run_1/power_grid.png
Pins as bars on the die edge.
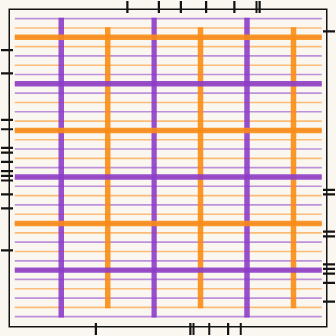
run_1/placement_by_type.png
Scale bar: 20 µm.
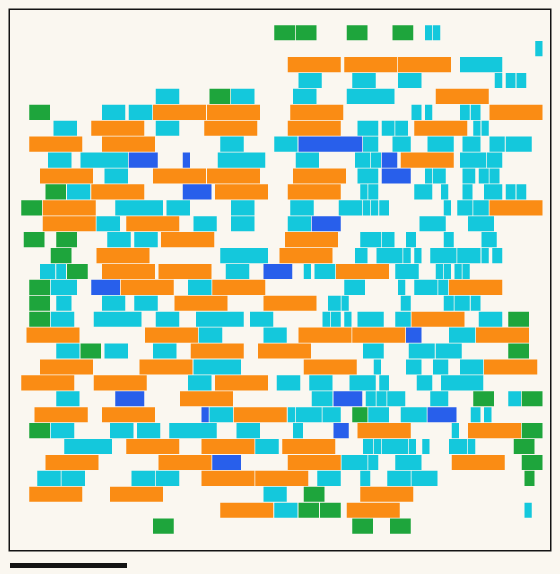
run_1/clk_routes.png
Scale bar: 20 µm.
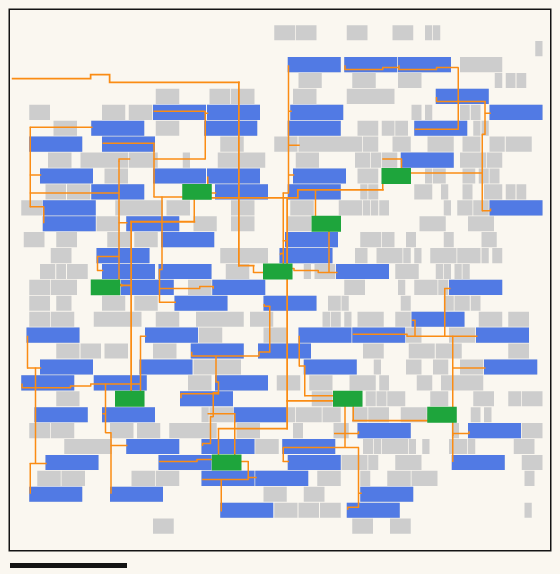
run_1/wires.png
Only two layers are drawn.
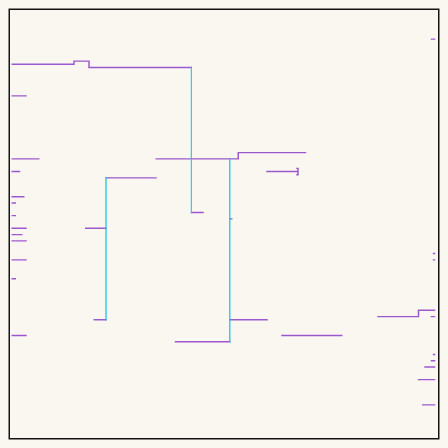
## src/rtl/temp_calc_pkg.sv

```systemverilog
// Shared types and width helpers for the calibrated temperature calculator family.
package temp_calc_pkg;

    typedef enum logic [1:0] {
        IDLE,
        MUL,
        ADD,
        HOLD
    } state_e;

    // Bits needed to index n items; never less than one.
    function automatic int unsigned idx_width(input int unsigned n);
        return (n <= 1) ? 1 : $clog2(n);
    endfunction

    function automatic int unsigned prod_width(input int unsigned coef_w,
                                               input int unsigned sensor_w);
        return coef_w + sensor_w;
    endfunction

    function automatic int unsigned sum_width(input int unsigned base_w,
                                              input int unsigned coef_w,
                                              input int unsigned sensor_w,
                                              input int unsigned frac_bits);
        int unsigned q;
        q = coef_w + sensor_w - frac_bits;
        return ((base_w > q) ? base_w : q) + 1;
    endfunction

    function automatic longint unsigned sat_value(input int unsigned out_w);
        return (64'd1 << out_w) - 64'd1;
    endfunction

endpackage

```

## src/rtl/seq_shift_add_mul.sv

```systemverilog
// Sequential shift-add multiplier: one multiplier bit per cycle, B_W cycles per product.
module seq_shift_add_mul
    import temp_calc_pkg::*;
#(
    parameter int unsigned A_W = 4,
    parameter int unsigned B_W = 4,
    localparam int unsigned P_W = prod_width(A_W, B_W),
    localparam int unsigned CNT_W = idx_width(B_W)
) (
    input  logic           clk,
    input  logic           rst_n,
    input  logic           start,
    input  logic [A_W-1:0] a,
    input  logic [B_W-1:0] b,
    output logic           busy,
    output logic           done,
    output logic [P_W-1:0] product
);

    logic [A_W-1:0]   a_q, a_d;
    logic [B_W-1:0]   b_q, b_d;
    logic [P_W-1:0]   acc_q, acc_d;
    logic [CNT_W-1:0] cnt_q, cnt_d;
    logic             busy_q, busy_d;
    logic             last;

    // done marks the final iteration; product is complete after this edge.
    assign last    = busy_q && (cnt_q == CNT_W'(B_W - 1));
    assign busy    = busy_q;
    assign done    = last;
    assign product = acc_q;

    always_comb begin
        a_d    = a_q;
        b_d    = b_q;
        acc_d  = acc_q;
        cnt_d  = cnt_q;
        busy_d = busy_q;
        if (start && !busy_q) begin
            a_d    = a;
            b_d    = b;
            acc_d  = '0;
            cnt_d  = '0;
            busy_d = 1'b1;
        end else if (busy_q) begin
            if (b_q[cnt_q]) begin
                acc_d = acc_q + (P_W'(a_q) << cnt_q);
            end
            cnt_d = cnt_q + 1'b1;
            if (last) begin
                busy_d = 1'b0;
            end
        end
    end

    always_ff @(posedge clk or negedge rst_n) begin
        if (!rst_n) begin
            a_q    <= '0;
            b_q    <= '0;
            acc_q  <= '0;
            cnt_q  <= '0;
            busy_q <= 1'b0;
        end else begin
            a_q    <= a_d;
            b_q    <= b_d;
            acc_q  <= acc_d;
            cnt_q  <= cnt_d;
            busy_q <= busy_d;
        end
    end

endmodule

```

## src/rtl/temp_calc_multichannel.sv

```systemverilog
// Multi-channel calibrated temperature calculator: per-channel base/coef registers,
// sequential multiply, add and saturate, valid/ready on both sides.
module temp_calc_multichannel
    import temp_calc_pkg::*;
#(
    parameter int unsigned NUM_CH    = 4,
    parameter int unsigned BASE_W    = 5,
    parameter int unsigned COEF_W    = 4,
    parameter int unsigned SENSOR_W  = 4,
    parameter int unsigned FRAC_BITS = 3,
    parameter int unsigned OUT_W     = 8,
    localparam int unsigned CH_W     = idx_width(NUM_CH)
) (
    input  logic                clk,
    input  logic                rst_n,
    input  logic                cfg_we,
    input  logic [CH_W-1:0]     cfg_ch,
    input  logic [BASE_W-1:0]   cfg_base,
    input  logic [COEF_W-1:0]   cfg_coef,
    input  logic                in_valid,
    output logic                in_ready,
    input  logic [CH_W-1:0]     in_ch,
    input  logic [SENSOR_W-1:0] in_sensor,
    output logic                out_valid,
    input  logic                out_ready,
    output logic [CH_W-1:0]     out_ch,
    output logic [OUT_W-1:0]    out_temp,
    output logic                out_sat,
    output logic                out_err
);

    localparam int unsigned PROD_W = prod_width(COEF_W, SENSOR_W);
    localparam int unsigned SUM_W  = sum_width(BASE_W, COEF_W, SENSOR_W, FRAC_BITS);
    localparam int unsigned DEPTH  = 1 << CH_W;
    localparam logic [OUT_W-1:0] SAT_TEMP = OUT_W'(sat_value(OUT_W));

    // Unused upper entries (when NUM_CH is not a power of two) are never written and read as 0.
    logic [BASE_W-1:0] base_mem_q [DEPTH];
    logic [COEF_W-1:0] coef_mem_q [DEPTH];

    state_e            state_q, state_d;
    logic [CH_W-1:0]   ch_q, ch_d;
    logic [BASE_W-1:0] base_q, base_d;
    logic              out_valid_q, out_valid_d;
    logic [CH_W-1:0]   out_ch_q, out_ch_d;
    logic [OUT_W-1:0]  out_temp_q, out_temp_d;
    logic              out_sat_q, out_sat_d;
    logic              out_err_q, out_err_d;

    logic              accept;
    logic              mul_busy;
    logic              mul_done;
    logic [PROD_W-1:0] product;
    logic [SUM_W-1:0]  sum;

    assign in_ready  = rst_n && (state_q == IDLE);
    assign accept    = in_valid && in_ready;
    assign sum       = SUM_W'(base_q) + SUM_W'(product >> FRAC_BITS);
    assign out_valid = out_valid_q;
    assign out_ch    = out_ch_q;
    assign out_temp  = out_temp_q;
    assign out_sat   = out_sat_q;
    assign out_err   = out_err_q;

    always_ff @(posedge clk or negedge rst_n) begin
        if (!rst_n) begin
            for (int unsigned i = 0; i < DEPTH; i++) begin
                base_mem_q[i] <= '0;
                coef_mem_q[i] <= '0;
            end
        end else if (cfg_we && (32'(cfg_ch) < NUM_CH)) begin
            base_mem_q[cfg_ch] <= cfg_base;
            coef_mem_q[cfg_ch] <= cfg_coef;
        end
    end

    seq_shift_add_mul #(
        .A_W (COEF_W),
        .B_W (SENSOR_W)
    ) u_mul (
        .clk     (clk),
        .rst_n   (rst_n),
        .start   (accept),
        .a       (coef_mem_q[in_ch]),
        .b       (in_sensor),
        .busy    (mul_busy),
        .done    (mul_done),
        .product (product)
    );

    always_comb begin
        state_d     = state_q;
        ch_d        = ch_q;
        base_d      = base_q;
        out_valid_d = out_valid_q;
        out_ch_d    = out_ch_q;
        out_temp_d  = out_temp_q;
        out_sat_d   = out_sat_q;
        out_err_d   = out_err_q;
        case (state_q)
            IDLE: begin
                if (accept) begin
                    ch_d    = in_ch;
                    base_d  = base_mem_q[in_ch];
                    state_d = MUL;
                end
            end
            MUL: begin
                if (mul_done) begin
                    state_d = ADD;
                end
            end
            ADD: begin
                out_valid_d = 1'b1;
                out_ch_d    = ch_q;
                if (32'(ch_q) >= NUM_CH) begin
                    out_temp_d = '0;
                    out_sat_d  = 1'b0;
                    out_err_d  = 1'b1;
                end else if (|(sum >> OUT_W)) begin
                    out_temp_d = SAT_TEMP;
                    out_sat_d  = 1'b1;
                    out_err_d  = 1'b0;
                end else begin
                    out_temp_d = OUT_W'(sum);
                    out_sat_d  = 1'b0;
                    out_err_d  = 1'b0;
                end
                state_d = HOLD;
            end
            HOLD: begin
                if (out_ready) begin
                    out_valid_d = 1'b0;
                    state_d     = IDLE;
                end
            end
            default: state_d = IDLE;
        endcase
    end

    always_ff @(posedge clk or negedge rst_n) begin
        if (!rst_n) begin
            state_q     <= IDLE;
            ch_q        <= '0;
            base_q      <= '0;
            out_valid_q <= 1'b0;
            out_ch_q    <= '0;
            out_temp_q  <= '0;
            out_sat_q   <= 1'b0;
            out_err_q   <= 1'b0;
        end else begin
            state_q     <= state_d;
            ch_q        <= ch_d;
            base_q      <= base_d;
            out_valid_q <= out_valid_d;
            out_ch_q    <= out_ch_d;
            out_temp_q  <= out_temp_d;
            out_sat_q   <= out_sat_d;
            out_err_q   <= out_err_d;
        end
    end

endmodule

```

## config.mk

```make
export PLATFORM = sky130hd
export DESIGN_NAME = temp_calc_multichannel
export DESIGN_NICKNAME = d
export VERILOG_FILES = /design/src/rtl/temp_calc_pkg.sv /design/src/rtl/seq_shift_add_mul.sv /design/src/rtl/temp_calc_multichannel.sv
export SDC_FILE = /design/constraint.sdc
export NUM_CORES = 1
export LEC_CHECK = 0
export CAP_MARGIN = 20
export CORE_UTILIZATION = 45
export CTS_CLUSTER_DIAMETER = 50
export DETAILED_ROUTE_END_ITERATION = 12
export PLACE_DENSITY_LB_ADDON = 0.2
export SYNTH_ARGS = -nofsm -noshare
export SYNTH_HDL_FRONTEND = slang
export SYNTH_SLANG_ARGS = --single-unit
```

## constraint.sdc

```tcl
create_clock -name clk -period 7.35 [get_ports clk]
set_clock_uncertainty 0.2 [all_clocks]
set_input_delay 0.735 -clock clk [delete_from_list [all_inputs] [get_ports clk]]
set_output_delay 0.735 -clock clk [all_outputs]
set_load 0.02 [all_outputs]
```

==> out/metrics.yaml, run 1 <==
status: "complete, no violations"
syn_area_per_cell_um2: 13.1
drt_iter0_drc: 88
htreeDepth: 3
ys_warn_count: 0
edf_count: 0
largest_class: "flip-flops and latches"
route.detailed.drc: 0
yosys_cells: 279
post_cts_buffers: 0
overflow: 0
finalHoldViolations: 0
cp.arrival_ns: 3.35
synth-async-reset-ratio_pct: 100
top_cell_area_share_pct: 49.8
logic_gate_count: 187
cp-start-kind: "input pin"
cts_max_path_buffers: 2
ff_type: "dfrtp_1"
top_layer_used: "met4"
lay_top_cells: "dfrtp_1, mux2_2, clkdlybuf4s50_1, ha_1, nand2_1"
grt_pass1_vias: 2229
non_clock_buffer_area_share_pct: 7.38
signal_buffers: 32
maxCapViolations: 0
fill_cells: 694
startpoint: "rst_n"
wl_met1_um: 3020
totalPowerFinal_mw: 1.58
fin_ws_ns: 4.04
die_area_um2: 8520
end_kind: "register"
antennaDiodeCount: 0
path_class: "in -> reg"
top_cells_by_count: "dfrtp_1, mux2_2, ha_1"
layout_top_cell: "dfrtp_1"
slew-limit-headroom_pct: 42.4
crit_chain: "buf_2, buf_4, nand3_1, or2_2, and3_1, a31o_2"
cp_num_buf_inv: 2
finalWorstPathRequiredPeriod_ns: 3.31
ff_count: 73
synth_area_um2: 3670
p_leak_nw: 1.85
clkTransAtPathRegs_ns: 0.08
hpwl_um: 4490
finalInstanceArea_um2: 4240
crit_path_top_delay_cell: "buf_4"
cp.depth: 6
crit_required_ns: 7.40
grt_max_degree: 56
regArea_um2: 1830
grt_busiest_layer: "met2"
top_logic_kind: "multiplexers"
holdBufCountCts: 0
simple_gate_share_pct: 6.21
drive_gt1_share_pct: 28.9
rows: 32
largest_register_ff_count: 20
most_common_cell: "dfrtp_1"
synth-xor-area-share_pct: 1.19
slew_violations: 0
max_freq_mhz: 302
sh_comb_area_pct: 41.2
setup_viol: 0
r2r-start: "u_mul.cnt_q[0]$_DFFE_PN0P_"
synth.mux.area_fraction_pct: 25.9
avgViaCountPerCell: 5.33
place.port_buffers: 31
slowest_delay_ns: 0.64
warnings: 30
grtUsageMet2_pct: 25.9
cts_tree: "built"
tapCellCount: 102
use_met1_pct: 23.4
cts_resized: 0
power_density_nw_per_um2: 373
synthCells: 279
syn_to_final_growth_pct: 15.5
met3_length_um: 189
top_area_cell: "dfrtp_1"
final-clk-cell-share_pct: 4.66
crit_family: "simple AND/OR/NAND/NOR gates"
drtAntennaViolNets: 0
drt_pass1_iterations: 4
inv_count: 7
top_cells_by_area: "dfrtp_1, mux2_2, ha_1"
yosysSeqAreaShare_pct: 49.8
rsz0062_at_grt: "false"
yosys_area_um2: 3670
cts-buffers-inserted: 9
-- power_grid.png (at the start) --
net	color
VSS	purple
VDD	orange
signal pins	36
rows	32
met5 straps	6
met1 rails	33
met4 straps	6
Max VDD drop: 0.134 mV
Die Height: 92.3 µm
Die Wd: 92.3 µm
core area: 7810 µm²

-- placement_by_type.png (at the start) --
class	color	cells	share of their area
remaining buffers and delay cells	green	32	7.6%
combinational and other logic	cyan	194	43%
sequential cells	orange	73	44%
clock drivers and dummy loads	blue	16	4.8%
flop share of the area: 43.1%
final core utilization: 54.3%

-- clk_routes.png (at the start) --
[clock wires] orange | length: 891 µm
[clock drivers] green | count: 9
[flip-flops] blue | count: 73
flops lie	spread over the die
clock group share of total power: 19.7%
clk ins delay skew pair: 0.35 ns

-- wires.png (at the start) --
layer	color	wire length
metal 4	cyan	101 µm
metal 3	purple	189 µm
GRT Util Overall: 17.0%
via count: 2221
routed len/inst: 15.2 µm
drt total wl: 6330 µm

==> run 1: worst paths after layout <==
check	slack (ns)	endpoint
worst max-delay path	4.04	u_mul.product[4]$_DFFE_PN0P_
worst min-delay path	0.13	u_mul.product[3]$_DFFE_PN0P_
worst max register to register	4.72	u_mul.product[5]$_DFFE_PN0P_
worst min register to register	0.30	coef_mem_q[5]$_DFFE_PN0P_
max in group asynchronous	5.76	u_mul.cnt_q[0]$_DFFE_PN0P_
min in group clk	0.30	coef_mem_q[5]$_DFFE_PN0P_
==> run 1: power breakdown <==
part	internal, mW	switching [mW]	total (mW)
sequential	0.537	0.104	0.641
combinational	0.334	0.293	0.627
clock	0.166	0.145	0.312
total	1.04	0.543	1.58
run_1/clocks.png
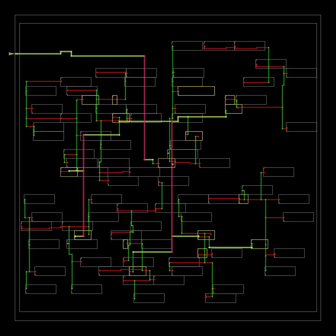

==> inputs of run 2 (changes only) <==
clock period = 2.85 ns   (was 7.35 ns; I/O delays follow)
run_2/clocks.png
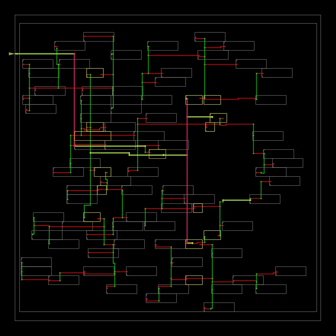
P_clk: 822 µW
clk ins delay skew pair: 0.33 ns
CTS Buf Count: 9
# clock sinks: 73
# clk buffers: 11

run_2/power_grid.png
Pins as bars on the die edge.
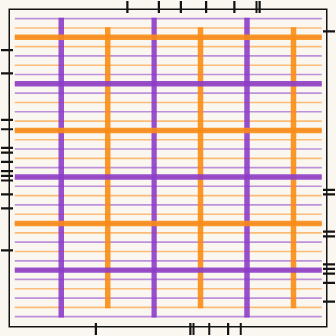
net	color
VSS	purple
VDD	orange
met4 straps	6
rows	32
Max VDD drop: 0.329 mV

==> out/metrics.yaml, run 2 <==
wl_met1_um: 3070  # was 3020 µm
r2r-start: "u_mul.cnt_q[1]$_DFFE_PN0P_"  # was u_mul.cnt_q[0]$_DFFE_PN0P_
yosys_cells: 279  # unchanged
maxCapViolations: 0  # unchanged
syn_to_final_growth_pct: 16.8  # was 15.5%
end_kind: "register"  # unchanged
ys_ff: 73  # unchanged
drtAntennaViolNets: 0  # unchanged
crit_end: "u_mul.product[6]$_DFFE_PN0P_"  # was u_mul.product[4]$_DFFE_PN0P_
die_w_um: 92.3  # unchanged
crit_path_top_delay_cell: "dfrtp_1"  # was buf_4
holdBufCountCts: 1  # was 0
reg2reg_depth: 8  # unchanged
path_class: "reg -> reg"  # was in -> reg
crit_required_ns: 2.89  # was 7.40 ns
avgViaCountPerCell: 5.37  # was 5.33
rsz0062_at_grt: "false"  # unchanged
slew-limit-headroom_pct: 59.4  # was 42.4%
slowest_delay_ns: 0.50  # was 0.64 ns
yosysSeqAreaShare_pct: 49.8  # unchanged
largest_register: "base_mem_q"  # unchanged
die_area_um2: 8520  # unchanged
netlist-cell-type-count: 40  # unchanged
ys_warn_count: 0  # unchanged
final_util_pct: 54.9  # was 54.3%
dp_slack_ns: 0.371  # was 3.53 ns
syn_area_per_cell_um2: 13.1  # unchanged
lay_top_cells: "dfrtp_1, mux2_2, clkdlybuf4s50_1, ha_1, nand2_1"  # unchanged
adder_share_pct: 7.23  # unchanged
antennaDiodeCount: 0  # unchanged
synth_area_um2: 3670  # unchanged
rows: 32  # unchanged
grt_pass1_vias: 2289  # was 2229
cts_resized: 0  # unchanged
final.period_utilization_pct: 87.9
worstHoldPathType: "in -> async"  # unchanged
clkTransAtPathRegs_ns: 0.08  # about the same
warnings: 30  # unchanged
routed_wl_um: 6400  # was 6330 µm
finalInstanceArea_um2: 4290  # was 4240 µm²
reg2reg_slack_ns: 0.35  # was 4.72 ns
placed_area_um2: 4070  # was 4040 µm²
cts_tree: "built"  # unchanged
antenna_found_initial: 0  # unchanged
finalWorstPathRequiredPeriod_ns: 2.50
worstReg2RegEnd: "u_mul.product[6]$_DFFE_PN0P_"  # was u_mul.product[5]$_DFFE_PN0P_
slew_violations: 0  # unchanged
core_region_area_um2: 7810  # unchanged
grt_first_pass_wirelength_um: 11100  # was 11000 µm
hold_ws_ns: 0.304  # was 0.130 ns
met3_length_um: 213  # was 189 µm
yosys_area_um2: 3670  # unchanged
fin_ws_ns: 0.345  # was 4.04 ns
largest_register_ff_count: 20  # unchanged
drt_iter0_drc: 66  # was 88
stdcell_count: 422  # was 417
power_density_nw_per_um2: 966  # was 373 nW/µm²
status: "complete, no violations"  # unchanged
ff_type: "dfrtp_1"  # unchanged
synthCells: 279  # unchanged
startpoint: "u_mul.cnt_q[1]$_DFFE_PN0P_"  # was rst_n
top_logic_kind: "multiplexers"  # unchanged
place.port_buffers: 31  # unchanged
hpwl_um: 4500  # was 4490 µm
grt_max_degree: 50  # was 56
max_freq_mhz: 399
post_drt_wl_per_cell_um: 15.2  # about the same
aoi_share_pct: 6.58  # unchanged
crit_family: "adder cells"  # was simple AND/OR/NAND/NOR gates
post_cts_buffers: 0  # unchanged
htreeDepth: 3  # unchanged
cts_max_path_buffers: 2  # unchanged
io_pins: 36  # unchanged
drive_gt1_share_pct: 30.0  # was 28.9%
route.detailed.drc: 0  # unchanged
top_area_cell: "dfrtp_1"  # unchanged
drt_pass1_iterations: 4  # unchanged
cp.arrival_ns: 2.54  # was 3.35 ns
fin_tns_setup_ns: 0  # unchanged
cp_num_buf_inv: 1  # was 2
top_cell_area_share_pct: 49.8  # unchanged
synth-xor-area-share_pct: 1.19  # unchanged
totalPowerFinal_mw: 4.14  # was 1.58 mW
chipHeight_um: 92.3  # unchanged
root_buffer: "clkbuf_8"  # unchanged
simple_gate_share_pct: 6.21  # unchanged
finalHoldViolations: 0  # unchanged
top_layer_used: "met4"  # unchanged
met2_length_um: 3040  # was 3020 µm
gp_congestion: 0.798  # was 0.771
top_cells_by_area: "dfrtp_1, mux2_2, ha_1"  # unchanged
synth.mux.area_fraction_pct: 25.9  # unchanged
dpl.cell_count: 406  # was 401
p_leak_nw: 1.88  # was 1.85 nW
most_common_cell: "dfrtp_1"  # unchanged
top_cells_by_count: "dfrtp_1, mux2_2, ha_1"  # unchanged
cp-start-kind: "register"  # was input pin
cp.depth: 8  # was 6
synth-async-reset-ratio_pct: 100  # unchanged
setup_viol: 0  # unchanged
vias: 2266  # was 2221
track_usage_pct: 16.8  # was 17.0%
overflow: 0  # unchanged
crit_chain: "nor3b_1, ha_1, inv_1, fa_1, nor2b_1, o31ai_1, a2111o_1, o211ai_1"  # was buf_2, buf_4, nand3_1, or2_2, and3_1, a31o_2
layout_top_cell: "dfrtp_1"  # unchanged
edf_count: 0  # unchanged
run 2: report_power, final:
group	switching (mW)	total, mW	internal, mW
Combinational	0.797	1.68	0.882
Sequential	0.256	1.64	1.38
Clock	0.375	0.822	0.447
Total	1.43	4.14	2.71
run 2: final cells by class:
type,count,area [µm²]
Sequential cell,73,1830
Tap cell,102,128
Timing Repair Buffer,38,360
Fill cell,664,3520
Clock buffer,11,151
Multi-Input combinational cell,187,1740
Inverter,7,26.3
Clock inverter,4,52.6
run 2: per-layer routing:
layer,vias to the layer above,GRT usage [%]
met1,1136,23.3
met2,42,26.7
met5,-,0
met3,6,2.87
li1,1082,-
met4,0,6.25
Power and IR drop assume default switching activity.
